--- config.mk ---
export PLATFORM = sky130hd
export DESIGN_NAME = hwpe_stream_tcdm_rr_arbiter
export DESIGN_NICKNAME = d
export VERILOG_FILES = /design/src/rtl/hwpe_stream_tcdm_rr_arbiter.sv
export SDC_FILE = /design/constraint.sdc
export NUM_CORES = 1
export LEC_CHECK = 0
export ABC_AREA = 1
export CORE_AREA = 2 2 204 206
export DETAILED_ROUTE_END_ITERATION = 10
export DIE_AREA = 0 0 206 208
export PLACE_DENSITY = 0.47
export SKIP_CTS_REPAIR_TIMING = 1
export SYNTH_ARGS = -nofsm -noshare
export SYNTH_HDL_FRONTEND = slang
export SYNTH_SLANG_ARGS = --single-unit
--- constraint.sdc ---
create_clock -name clk_i -period 5.9 [get_ports clk_i]
set_input_delay 1.77 -clock clk_i [delete_from_list [all_inputs] [get_ports clk_i]]
set_output_delay 1.77 -clock clk_i [all_outputs]
set_load 0.03 [all_outputs]
--- src/rtl/hwpe_stream_tcdm_rr_arbiter.sv ---
// rtl/hwpe_stream_tcdm_rr_arbiter.sv - round-robin NB_IN:1 TCDM arbiter with response routing
// Relies on the fixed one-cycle TCDM read latency to steer r_valid back to its requester.
module hwpe_stream_tcdm_rr_arbiter #(
   parameter int unsigned NB_IN = 4,
   parameter int unsigned DW    = 32,
   parameter int unsigned AW    = 32,
   localparam int unsigned ID_W = $clog2(NB_IN)
) (
   input  logic                           clk_i,
   input  logic                           rst_i,
   input  logic                           clear_i,
   input  logic [NB_IN-1:0]               in_req_i,
   input  logic [NB_IN-1:0][AW-1:0]       in_add_i,
   input  logic [NB_IN-1:0]               in_wen_i,
   input  logic [NB_IN-1:0][DW/8-1:0]     in_be_i,
   input  logic [NB_IN-1:0][DW-1:0]       in_data_i,
   output logic [NB_IN-1:0]               in_gnt_o,
   output logic [NB_IN-1:0][DW-1:0]       in_r_data_o,
   output logic [NB_IN-1:0]               in_r_valid_o,
   output logic                           out_req_o,
   output logic [AW-1:0]                  out_add_o,
   output logic                           out_wen_o,
   output logic [DW/8-1:0]                out_be_o,
   output logic [DW-1:0]                  out_data_o,
   input  logic                           out_gnt_i,
   input  logic [DW-1:0]                  out_r_data_i,
   input  logic                           out_r_valid_i,
   output logic                           err_o,
   output logic [ID_W-1:0]                winner_o
);

   logic [ID_W-1:0] rr_q, rr_d;
   logic            lock_q, lock_d;
   logic [ID_W-1:0] lock_id_q, lock_id_d;
   logic            pend_q, pend_d;
   logic [ID_W-1:0] pend_id_q, pend_id_d;
   logic            err_q, err_d;

   logic            lock_act;
   logic            hs;
   logic            found_hi, found_lo;
   logic [ID_W-1:0] cand_hi, cand_lo, rr_win, win;

   // Two-pass scan: lowest requester at or above rr_q, else lowest overall (wrap).
   always_comb begin
      found_hi = 1'b0;
      found_lo = 1'b0;
      cand_hi  = '0;
      cand_lo  = '0;
      for (int i = NB_IN - 1; i >= 0; i--) begin
         if (in_req_i[i]) begin
            found_lo = 1'b1;
            cand_lo  = ID_W'(i);
            if (ID_W'(i) >= rr_q) begin
               found_hi = 1'b1;
               cand_hi  = ID_W'(i);
            end
         end
      end
      rr_win = found_hi ? cand_hi : (found_lo ? cand_lo : '0);
   end

   // A lock only holds while its owner still requests; otherwise round-robin resumes.
   assign lock_act  = lock_q & in_req_i[lock_id_q];
   assign win       = lock_act ? lock_id_q : rr_win;
   assign out_req_o = |in_req_i;
   assign hs        = out_req_o & out_gnt_i;

   assign out_add_o  = out_req_o ? in_add_i[win]  : '0;
   assign out_wen_o  = out_req_o ? in_wen_i[win]  : 1'b0;
   assign out_be_o   = out_req_o ? in_be_i[win]   : '0;
   assign out_data_o = out_req_o ? in_data_i[win] : '0;
   assign winner_o   = out_req_o ? win : '0;
   assign err_o      = err_q;

   always_comb begin
      in_gnt_o = '0;
      if (hs) in_gnt_o[win] = 1'b1;
      for (int i = 0; i < NB_IN; i++) begin
         in_r_valid_o[i] = out_r_valid_i & pend_q & (pend_id_q == ID_W'(i));
         in_r_data_o[i]  = out_r_data_i;
      end
   end

   always_comb begin
      rr_d      = rr_q;
      lock_d    = 1'b0;
      lock_id_d = lock_id_q;
      pend_d    = 1'b0;
      pend_id_d = pend_id_q;
      err_d     = err_q | (pend_q != out_r_valid_i);
      if (hs) begin
         rr_d = (win == ID_W'(NB_IN - 1)) ? '0 : win + 1'b1;
         if (out_wen_o) begin
            pend_d    = 1'b1;
            pend_id_d = win;
         end
      end else if (out_req_o) begin
         lock_d    = 1'b1;
         lock_id_d = win;
      end
   end

   always_ff @(posedge clk_i or posedge rst_i) begin
      if (rst_i) begin
         rr_q      <= '0;
         lock_q    <= 1'b0;
         lock_id_q <= '0;
         pend_q    <= 1'b0;
         pend_id_q <= '0;
         err_q     <= 1'b0;
      end else if (clear_i) begin
         rr_q      <= '0;
         lock_q    <= 1'b0;
         lock_id_q <= '0;
         pend_q    <= 1'b0;
         pend_id_q <= '0;
         err_q     <= 1'b0;
      end else begin
         rr_q      <= rr_d;
         lock_q    <= lock_d;
         lock_id_q <= lock_id_d;
         pend_q    <= pend_d;
         pend_id_q <= pend_id_d;
         err_q     <= err_d;
      end
   end

endmodule
### Floorplan with the power grid

Scale: 2 px per µm. Pins as bars on the die edge. Tap cells in grey.
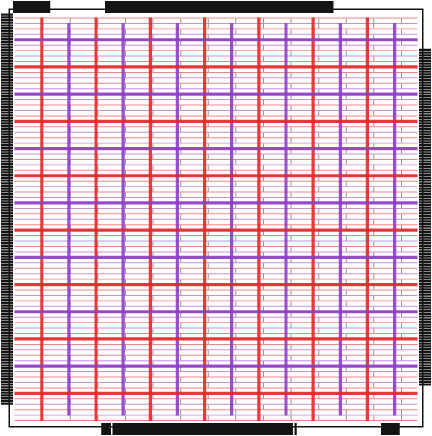
Key: VDD = purple; VSS = red
The core has 74 rows. 532 tap cells. 75 met1 rails follow the rows.

### Placement by cell class

Scale: 2 px per µm. Fill, decap, tap and diode cells in grey.
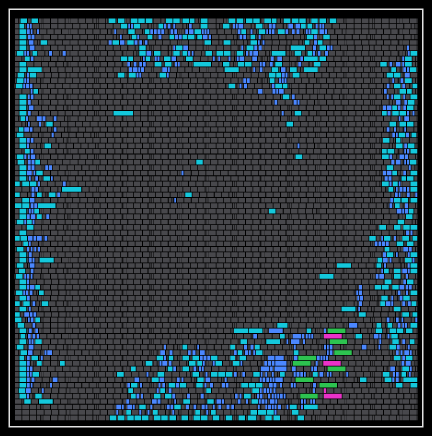
Key: clock drivers and dummy loads = magenta [cells 4, share of their area 1.1%]; remaining buffers and delay cells = cyan [cells 408, share of their area 57%]; combinational and other logic = blue [cells 575, share of their area 39%]; sequential cells = green [cells 9, share of their area 3.1%]

==> GITHUB_STEP_SUMMARY <==
## Implementation flow summary

| Metric | Value |
|---|---|
| Final Total Pwr | `0.00163 W` |
| Clock skew | `0.000335 ns` |
| Setup ws final | `0.175 ns` |
| Fp_density | `10.5%` |
| Vias in the first global route | `5284` |
| Worst path required time | `4.13 ns` |
| FFs & Latches | `9` |
| Arrival time worst endpoint | `3.95 ns` |
| M3 GR Usage | `2.26%` |
| DIE AREA | `0.0428 mm²` |
| P_clk | `0.000121 W` |
| Most instantiated logic cells after routing | `290 x clkdlybuf4s50_1, 158 x inv_1, 136 x a21oi_1` |
| Clock buf/inv share | `1.00%` |
| Global-route wire length before repair | `28.5 mm` |
| Initial antenna violation count | `3` |
| Yosys cell types | `21` |
| Slew margin rel. | `72.0%` |
| Crit-path max cell delay | `0.51 ns` |
| Layout area overhead | `84.2%` |
| Clock share of power | `7.4%` |
| Kind of end point of the critical path | `primary output` |
| First-pass detailed-route iteration total | `4` |
| Post-synth top area share | `24.1%` |
| Yosys synthesis chip area | `0.00427 mm²` |
| Post-synth top flop | `dfrtp_1` |
| Sw frac | `50.1%` |
| Die width | `206 µm` |
| Iteration-0 DRC Markers | `204` |
| Worst Setup SP | `in_req_i[0]` |
| RR Startpoint | `lock_id_q[0]$_DFFE_PP0P_` |
| PD cells | `207 mW/mm²` |
| Hold crit path type | `register to register` |
| DRC Markers | `0` |
| Yosys adder share | `1.46%` |
| Most frequent cell after synthesis | `inv_1` |
| Non-Clock Buffer Count | `408` |
| Top cells by area | `buf_4 24%, a21oi_1 16%, inv_1 14%` |
| Total Wirelength | `20.8 mm` |
| CP delay by family, top | `buffers and inverters` |
| CTS tree | `done` |
| Placement Cell Area | `0.00763 mm²` |
| Layer with the highest usage | `met2` |
| Simple Share, Synth | `12.0%` |
| P_int | `0.000813 W` |
| Slowest stage cell, crit path | `clkdlybuf4s50_1` |
| Cell chain of the critical path | `clkdlybuf4s50_1 > inv_1 > nand2_1 > nand3_1 > nand2_2 > nand2_4 > o21ai_4 > inv_4 > buf_12 > a21oi_1 > o21ai_0 > a21oi_1 > buf_4 > buf_12` |
| Synth cell count leaders | `158 x inv_1, 137 x buf_4, 136 x a21oi_1` |
| GR Util met2 | `16.4%` |
| Met3 Wirelength | `2.12 mm` |
| Worst Tran Pin Value | `0.418 ns` |
| Seq/Total Area, Yosys | `5.27%` |
| Grt ovf | `0` |
| Comb/total area | `28.0%` |
| Comb power frac | `88.0%` |
| Synth Cell Area | `0.00427 mm²` |
| TritonCTS buffer count | `3` |
| Fillers | `4638` |
| Post-route cell area | `0.00787 mm²` |
| FF-to-FF setup slack | `3.86 ns` |
| DR WL/cell | `13.6 µm` |
| Yosys cell count | `764` |
| Crit share post-route | `97.0%` |
| Share of layout cells above drive strength 1 | `13.0%` |
| Clock H-tree levels | `1` |
| Nets at Floorplan | `1086` |
| Sequential standard cell area | `225 µm²` |
| Total combinational power | `0.00144 W` |
| Flip-flops with a built-in enable | `0` |
| Vias per std cell | `3.64` |
| Worst-path fanout max | `48` |
| Final hold vios | `0` |
| Area share of buffers outside the clock network | `51.9%` |
| Switching power | `0.000817 W` |
| Sequential share of power | `4.6%` |
| Largest registers | `lock_id_q: 2 flops, pend_id_q: 2 flops, rr_q: 2 flops` |
| Hold endpoint | `err_o$_DFF_PP0_` |
| Finished Layout Cells | `1528` |
| Worst path depth | `14` |
| Met1 usage | `8.44%` |
| Sequential power | `0.0000746 W` |
| Ao+oa area frac | `37.3%` |
| Post-DRT Antenna Nets | `0` |
| Worst vdd ir | `0.0778 mV` |
| Synth flops | `9` |
| Site Rows | `74` |
| Die y size | `208 µm` |
| Root Buffer | `clkbuf_16` |
| Sequential share of cell area | `2.86%` |
| Largest net degree at the start of global routing | `72` |
| Instance tally after logic synthesis | `764` |
| YS warnings | `0` |
| Nets | `1319` |
| Tool warnings | `29` |
| FMAX | `0.175 GHz` |
| Met2 routed WL | `10.5 mm` |
| Post-Route Utilization | `19.4%` |
| Lkg Pwr | `3.46 nW` |
| Post-synth ARST share | `100%` |
| Wl on met1 | `7.47 mm` |
| Crit path to | `out_data_o[31]` |
| Clock buffers | `4` |
| Reg2Reg Depth | `11` |
| Hold WS | `0.493 ns` |
| Port buffer count | `365` |
| Crit path launch type | `input pin` |
| Clk slew on worst S/H paths | `0.04 ns` |
| Synth mux share | `0%` |
| Max-slew violations | `0` |
| Top non-seq family | `buffers and inverters` |
| Critical path buffers and inverters | `6` |
| Total GRT Usage | `8.45%` |
| Mi-comb count | `413` |
| Maxcap violations | `0` |
| Yosys top cell by area | `buf_4` |
| CTS Buffer Depth | `2` |
| Top cell category | `buffers` |
| Top Metal Used | `met5` |
| Clk latency late pin | `0.24 ns` |
| Hold Path Depth | `2` |
| Setup violators final | `0` |
| Non-clock inverter count | `162` |
| Min Tclk post-route | `5.72 ns` |
| I/O Pins | `526` |
| Placer Congestion | `0.822` |
| Top power group | `combinational logic` |
| Status | `complete, no violations` |
| Final HPWL DP | `16.9 mm` |
| XOR Share, Synth | `0%` |
| Gate Area | `0.00220 mm²` |
| Setup WS pre-CTS | `0.0504 ns` |
| WS Path Type | `input pin to primary output` |
| Total Neg Setup Slack | `0 ns` |
| N_diodes | `0` |
| Placed cells | `1516` |
| Core Footprint | `0.0406 mm²` |
| Clk sinks | `9` |
| Avg Synthesized Cell Area | `5.59 µm²` |
| Well tap count | `532` |
| Vias | `5560` |
| Worst r2r dst | `rr_q[1]$_DFFE_PP0P_` |
### Routed clock nets over the placement

Scale: 2 px per µm.
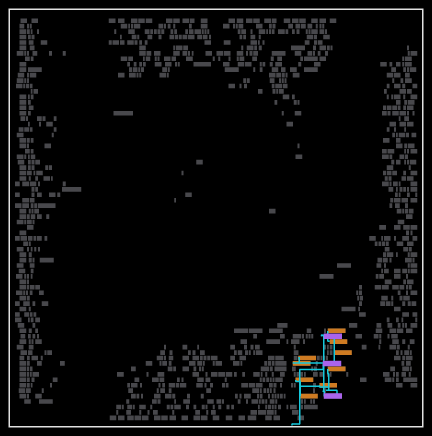
Key: clock drivers = purple [count 3]; clock wires = cyan [length 178 µm]; flip-flops = orange [count 9]
Position of the flops: south-east.

Power and IR drop assume default switching activity.
